<file path="src/rtl/mem_access_unit_pkg.sv">
// Shared memory-op encodings, access-size decode and byte-lane helpers
// for the memory access stage.
package mem_access_unit_pkg;

  localparam logic WRITE_ENABLE  = 1'b1;
  localparam logic WRITE_DISABLE = 1'b0;

  typedef enum logic [3:0] {
    MEM_NOP = 4'd0,
    MEM_LB  = 4'd1,
    MEM_LH  = 4'd2,
    MEM_LW  = 4'd3,
    MEM_LBU = 4'd4,
    MEM_LHU = 4'd5,
    MEM_SB  = 4'd6,
    MEM_SH  = 4'd7,
    MEM_SW  = 4'd8
  } mem_op_e;

  typedef enum logic [1:0] {
    SIZE_NONE,
    SIZE_B,
    SIZE_H,
    SIZE_W
  } access_size_e;

  // Unused op codes decode as SIZE_NONE and behave like a NOP.
  function automatic access_size_e op_size(input logic [3:0] op);
    case (op)
      MEM_LB, MEM_LBU, MEM_SB: op_size = SIZE_B;
      MEM_LH, MEM_LHU, MEM_SH: op_size = SIZE_H;
      MEM_LW, MEM_SW:          op_size = SIZE_W;
      default:                 op_size = SIZE_NONE;
    endcase
  endfunction

  function automatic logic op_is_load(input logic [3:0] op);
    op_is_load = (op == MEM_LB) || (op == MEM_LH) || (op == MEM_LW) ||
                 (op == MEM_LBU) || (op == MEM_LHU);
  endfunction

  function automatic logic op_is_store(input logic [3:0] op);
    op_is_store = (op == MEM_SB) || (op == MEM_SH) || (op == MEM_SW);
  endfunction

  function automatic logic is_misaligned(input logic [3:0] op, input logic [1:0] lsb);
    case (op_size(op))
      SIZE_H:  is_misaligned = lsb[0];
      SIZE_W:  is_misaligned = |lsb;
      default: is_misaligned = 1'b0;
    endcase
  endfunction

  function automatic logic [3:0] byte_enable(input logic [3:0] op, input logic [1:0] lsb);
    case (op_size(op))
      SIZE_B:  byte_enable = 4'b0001 << lsb;
      SIZE_H:  byte_enable = 4'b0011 << {lsb[1], 1'b0};
      SIZE_W:  byte_enable = 4'b1111;
      default: byte_enable = 4'b0000;
    endcase
  endfunction

  // Narrow stores replicate onto every lane so the slave picks by byte enable.
  function automatic logic [31:0] store_data(input logic [3:0] op, input logic [31:0] d);
    case (op_size(op))
      SIZE_B:  store_data = {4{d[7:0]}};
      SIZE_H:  store_data = {2{d[15:0]}};
      SIZE_W:  store_data = d;
      default: store_data = 32'd0;
    endcase
  endfunction

endpackage

</file>
<file path="src/rtl/mem_access_unit_load_extend.sv">
// Load data alignment: picks the addressed byte/halfword lane from the
// bus word and sign- or zero-extends it to 32 bits.
module mem_load_extend
  import mem_access_unit_pkg::*;
(
  input  logic [31:0] i_rdata,
  input  logic [1:0]  i_addrLsb,
  input  logic [3:0]  i_op,
  output logic [31:0] o_data
);

  logic [7:0]  w_byte;
  logic [15:0] w_half;

  always_comb begin
    case (i_addrLsb)
      2'd0:    w_byte = i_rdata[7:0];
      2'd1:    w_byte = i_rdata[15:8];
      2'd2:    w_byte = i_rdata[23:16];
      default: w_byte = i_rdata[31:24];
    endcase
    w_half = i_addrLsb[1] ? i_rdata[31:16] : i_rdata[15:0];
  end

  always_comb begin
    case (i_op)
      MEM_LB:  o_data = {{24{w_byte[7]}}, w_byte};
      MEM_LBU: o_data = {24'd0, w_byte};
      MEM_LH:  o_data = {{16{w_half[15]}}, w_half};
      MEM_LHU: o_data = {16'd0, w_half};
      default: o_data = i_rdata;
    endcase
  end

endmodule

</file>
<file path="src/rtl/mem_access_unit.sv">
// Memory stage behind the load/store execute unit: drives the req/gnt/rvalid
// bus and a registered writeback beat. Define MEM_TIMEOUT_EN for the bus timeout abort and bus_err_o.
module mem_access_unit
  import mem_access_unit_pkg::*;
#(
  parameter int DATA_WIDTH = 32,
  parameter int ADDR_WIDTH = 32
`ifdef MEM_TIMEOUT_EN
  ,
  parameter int TIMEOUT_CYCLES = 16
`endif
) (
  input  logic                  clk_i,
  input  logic                  rst_n_i,
  input  logic                  valid_i,
  output logic                  ready_o,
  input  logic [3:0]            mem_op_i,
  input  logic [ADDR_WIDTH-1:0] mem_addr_i,
  input  logic [DATA_WIDTH-1:0] mem_data_i,
  input  logic                  reg_we_i,
  input  logic [4:0]            reg_waddr_i,
  input  logic [DATA_WIDTH-1:0] reg_wdata_i,
  output logic                  bus_req_o,
  output logic                  bus_we_o,
  output logic [ADDR_WIDTH-1:0] bus_addr_o,
  output logic [DATA_WIDTH-1:0] bus_wdata_o,
  output logic [3:0]            bus_be_o,
  input  logic                  bus_gnt_i,
  input  logic                  bus_rvalid_i,
  input  logic [DATA_WIDTH-1:0] bus_rdata_i,
  output logic                  wb_valid_o,
  output logic                  wb_we_o,
  output logic [4:0]            wb_waddr_o,
  output logic [DATA_WIDTH-1:0] wb_wdata_o,
  output logic                  misalign_o
`ifdef MEM_TIMEOUT_EN
  ,
  output logic                  bus_err_o
`endif
);

  typedef enum logic [1:0] {
    ST_IDLE,
    ST_REQ,
    ST_RWAIT
  } state_e;

  state_e      r_state;
  logic [3:0]  r_op;
  logic [1:0]  r_addrLsb;
  logic [4:0]  r_waddr;

  logic        w_accept;
  logic        w_isMem;
  logic        w_misaligned;
  logic [31:0] w_loadData;

`ifdef MEM_TIMEOUT_EN
  localparam int TIMER_W = $clog2(TIMEOUT_CYCLES + 1);
  localparam logic [TIMER_W-1:0] TIMER_MAX = TIMER_W'(TIMEOUT_CYCLES - 1);
  logic [TIMER_W-1:0] r_timer;
`endif

  assign ready_o      = (r_state == ST_IDLE);
  assign w_accept     = valid_i & ready_o;
  assign w_isMem      = op_is_load(mem_op_i) | op_is_store(mem_op_i);
  assign w_misaligned = is_misaligned(mem_op_i, mem_addr_i[1:0]);

  mem_load_extend u_loadExtend (
    .i_rdata   (bus_rdata_i),
    .i_addrLsb (r_addrLsb),
    .i_op      (r_op),
    .o_data    (w_loadData)
  );

  // wb_valid/wb_we/misalign are pulses; bus address and data stay put after gnt.
  always_ff @(posedge clk_i or negedge rst_n_i) begin
    if (!rst_n_i) begin
      r_state     <= ST_IDLE;
      r_op        <= MEM_NOP;
      r_addrLsb   <= 2'd0;
      r_waddr     <= 5'd0;
      bus_req_o   <= 1'b0;
      bus_we_o    <= 1'b0;
      bus_addr_o  <= '0;
      bus_wdata_o <= '0;
      bus_be_o    <= 4'd0;
      wb_valid_o  <= 1'b0;
      wb_we_o     <= WRITE_DISABLE;
      wb_waddr_o  <= 5'd0;
      wb_wdata_o  <= '0;
      misalign_o  <= 1'b0;
`ifdef MEM_TIMEOUT_EN
      bus_err_o   <= 1'b0;
      r_timer     <= '0;
`endif
    end else begin
      wb_valid_o <= 1'b0;
      wb_we_o    <= WRITE_DISABLE;
      misalign_o <= 1'b0;
`ifdef MEM_TIMEOUT_EN
      bus_err_o  <= 1'b0;
      if (r_state != ST_IDLE) begin
        r_timer <= r_timer + 1'b1;
      end
`endif
      case (r_state)
        ST_IDLE: begin
          if (w_accept) begin
            if (!w_isMem) begin
              wb_valid_o <= 1'b1;
              wb_we_o    <= reg_we_i;
              wb_waddr_o <= reg_waddr_i;
              wb_wdata_o <= reg_wdata_i;
            end else if (w_misaligned) begin
              wb_valid_o <= 1'b1;
              wb_waddr_o <= reg_waddr_i;
              misalign_o <= 1'b1;
            end else begin
              r_op        <= mem_op_i;
              r_addrLsb   <= mem_addr_i[1:0];
              r_waddr     <= reg_waddr_i;
              bus_req_o   <= 1'b1;
              bus_we_o    <= op_is_store(mem_op_i);
              bus_addr_o  <= {mem_addr_i[ADDR_WIDTH-1:2], 2'b00};
              bus_wdata_o <= store_data(mem_op_i, mem_data_i);
              bus_be_o    <= byte_enable(mem_op_i, mem_addr_i[1:0]);
              r_state     <= ST_REQ;
`ifdef MEM_TIMEOUT_EN
              r_timer     <= '0;
`endif
            end
          end
        end

        ST_REQ: begin
          if (bus_gnt_i) begin
            bus_req_o <= 1'b0;
            bus_we_o  <= 1'b0;
            bus_be_o  <= 4'd0;
            if (op_is_store(r_op)) begin
              r_state    <= ST_IDLE;
              wb_valid_o <= 1'b1;
              wb_waddr_o <= r_waddr;
            end else begin
              r_state <= ST_RWAIT;
`ifdef MEM_TIMEOUT_EN
              r_timer <= '0;
`endif
            end
          end
`ifdef MEM_TIMEOUT_EN
          else if (r_timer == TIMER_MAX) begin
            bus_req_o  <= 1'b0;
            bus_we_o   <= 1'b0;
            bus_be_o   <= 4'd0;
            r_state    <= ST_IDLE;
            wb_valid_o <= 1'b1;
            wb_waddr_o <= r_waddr;
            bus_err_o  <= 1'b1;
          end
`endif
        end

        ST_RWAIT: begin
          if (bus_rvalid_i) begin
            r_state    <= ST_IDLE;
            wb_valid_o <= 1'b1;
            wb_we_o    <= WRITE_ENABLE;
            wb_waddr_o <= r_waddr;
            wb_wdata_o <= w_loadData;
          end
`ifdef MEM_TIMEOUT_EN
          else if (r_timer == TIMER_MAX) begin
            r_state    <= ST_IDLE;
            wb_valid_o <= 1'b1;
            wb_waddr_o <= r_waddr;
            bus_err_o  <= 1'b1;
          end
`endif
        end

        default: r_state <= ST_IDLE;
      endcase
    end
  end

endmodule

</file>
<file path="config.mk">
export PLATFORM = sky130hd
export DESIGN_NAME = mem_access_unit
export DESIGN_NICKNAME = d
export VERILOG_FILES = /design/src/rtl/mem_access_unit_pkg.sv /design/src/rtl/mem_access_unit_load_extend.sv /design/src/rtl/mem_access_unit.sv
export SDC_FILE = /design/constraint.sdc
export NUM_CORES = 1
export LEC_CHECK = 0
export CAP_MARGIN = 30
export CORE_AREA = 2 2 137 139
export CTS_CLUSTER_DIAMETER = 50
export DETAILED_ROUTE_END_ITERATION = 10
export DIE_AREA = 0 0 139 141
export GPL_ROUTABILITY_DRIVEN = 0
export PLACE_DENSITY_LB_ADDON = 0.3
export SYNTH_ARGS = -nofsm -noshare
export SYNTH_HDL_FRONTEND = slang
export SYNTH_HIERARCHICAL = 1
export SYNTH_SLANG_ARGS = --single-unit
export TNS_END_PERCENT = 50
</file>
<file path="constraint.sdc">
create_clock -name clk_i -period 2.7 [get_ports clk_i]
set_input_delay 0.54 -clock clk_i [delete_from_list [all_inputs] [get_ports clk_i]]
set_output_delay 0.54 -clock clk_i [all_outputs]
set_load 0.1 [all_outputs]
</file>
Placed cells, one colour a class:
The bar under the picture is 50 µm long.
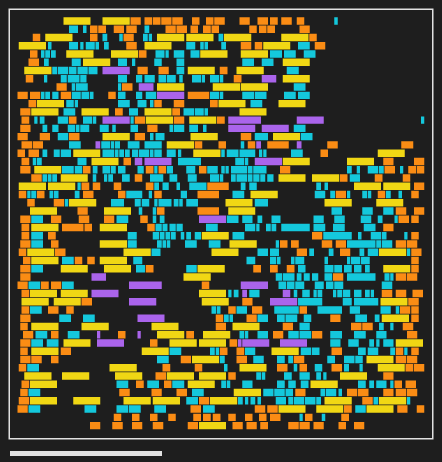
Key: remaining logic cells = cyan [cells 451]; clock drivers and dummy loads = purple [cells 31]; sequential cells = yellow [cells 121]; remaining buffers and delay cells = orange [cells 279]

Gate families picked out:
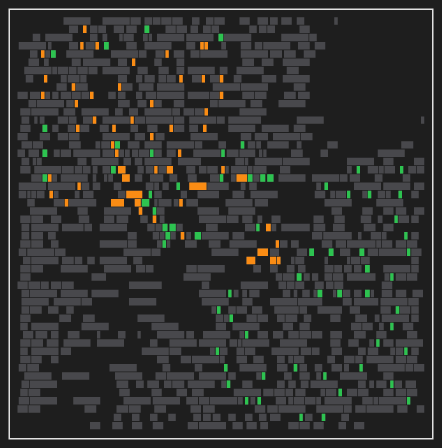
Key: nor cells = orange [cells 54]; nand cells = green [cells 66]

Where the registers sit:
The bar under the picture is 50 µm long. Other sequential cells in the stronger grey, the rest of the logic in the fainter grey.
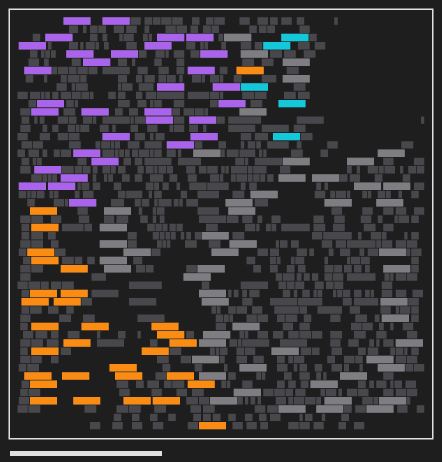
Key: r_waddr = cyan [sequential cells 5]; bus_wdata_o = purple [sequential cells 32]; bus_addr_o = orange [sequential cells 30, where south-west]
Another 54 sequential cells are not coloured.

Routed metal, one colour a layer:
The bar under the picture is 50 µm long. Two of the layers only.
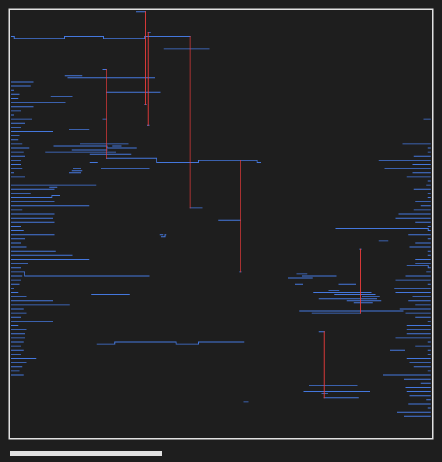
Key: M3 = blue [wire length 1570 µm]; M4 = red [wire length 226 µm]

Routing congestion map:
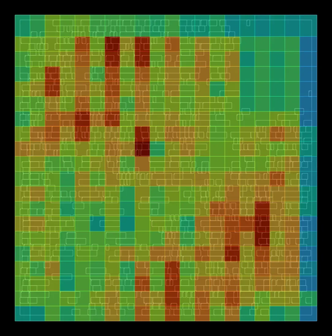
average wire length per cell after detail routing: 17.96 µm
Tot GR Track Use: 20.45%
met3 global-route usage: 6.454%
met1 layer usage reported by global route: 28.10%
busiest grt layer: met2

==> impl_metrics.toml <==
# generated from flow reports
[drt]
drtIter0Drc = 404
routed_via_density = 5.213
vias = 5818

[clock_tree]
worst_skew_pair.late_latency_ns = 0.41
worst_setup_hold_path_clk_slew_ns = 0.06
tritoncts = "yes"
post_cts_resize_count = 0
hold_bufs_at_cts = 0
ctsHtreeMaxLevel = 4
cts_buffer_depth = 2

[yosys]
simple_gate_share_pct = 9.958
ys_dominant_reg_cell = "dfrtp_1"
synth_async_sr_flop_share_pct = 100.0
ys_seq_elements = 121
post_synth_xor_area_fraction_pct = 0.2586
netlist_instances = 622
yosys-stat-area_um2 = 6773
post_synth_ao_oa_area_fraction_pct = 17.62
yosysTopAreaCellShare_pct = 44.71
synth_stat.cells = 622
post_synthesis_area_per_instance_um2 = 10.89
syn-cell-area_um2 = 6773

[critical_path]
worst_setup_path_endpoint = "wb_wdata_o[1]"
critical_path_peak_fanout = 9
critPathKind = "reg -> reg"
crit_path_top_delay_cell = "xor2_1"
category_of_the_worst_setup_path_launch_point = "register"
regToRegEndpoint = "wb_wdata_o[1]"
reg2reg_setup_slack_ns = 0.42
crit_path_max_delay_family = "XOR/XNOR gates"
worstPathArrival_ns = 2.56
critPathRequiredTime_ns = 2.98

[flow_run]
maxCapViolations = 0
openroad_warning_count = 29

[final_timing]
worstMarginPinSlew_ns = 0.9682
timing.final.ws_setup_ns = 0.4245
slew-limit-headroom_pct = 35.07
setup_tns_ns = 0
final.period_utilization_pct = 84.28

[die]
num_tap_cells = 234
die-height_um = 141
floorplan.core_area_um2 = 18270
die_area_um2 = 19600
dieWidth_um = 139
initial_utilization_pct = 37.08

[global_route]
grt_first_pass_wirelength_mm = 31.66
grt_max_degree = 65
grt_antenna_before_repair = 0

[final_layout]
layout_top_cells_excl_fill_tap = "clkdlybuf4s50_1 (141), buf_4 (131), dfrtp_1 (121), mux2_2 (63), o21ai_0 (48)"
layout_top_registers = "bus_wdata_o x32, wb_wdata_o x32, bus_addr_o x30"
final_cells = 1116
num_antenna_cells = 0
comb_area_share_pct = 34.00
layout.cell_area.non_filler_um2 = 9852
area.share.sequential_pct = 30.73
mostFrequentLayoutCell = "clkdlybuf4s50_1"
sequential_standard_cell_area_um2 = 3028
nFlopsAndLatches = 121
clock_buffers = 23
non_clock_buffer_count = 279

[placed_design]
io_buffers = 251
dp_hpwl_mm = 14.65

[status]
result_of_the_run = "completed"

[hold_path]
hold_class = "in -> async"
==> cell usage after synthesis, types with 4 or more instances <==
library cell,n
dfrtp_1,121
mux2_2,63
o21ai_0,48
mux2i_1,43
nor2_1,42
nand2_1,41
inv_1,22
nand3_1,21
a21oi_2,18
a21o_1,16
buf_2,16
clkbuf_1,16
a22oi_1,14
a21oi_1,12
buf_6,10
and3_1,9
buf_4,9
a221o_1,8
a221oi_1,8
o211ai_1,8
o311ai_0,8
mux2_1,6
o2bb2ai_1,5
a31oi_1,4
ha_1,4
mux4_1,4
mux4_2,4
==> metal layers <==
metal / routed length, µm / vias up / global-route usage, %
li1: - / 2772 / -
met1: 8999 / 2787 / 28.10
met2: 9254 / 242 / 31.48
met3: 1566 / 17 / 6.454
met4: 226 / 0 / 5.316
met5: 0 / - / 0
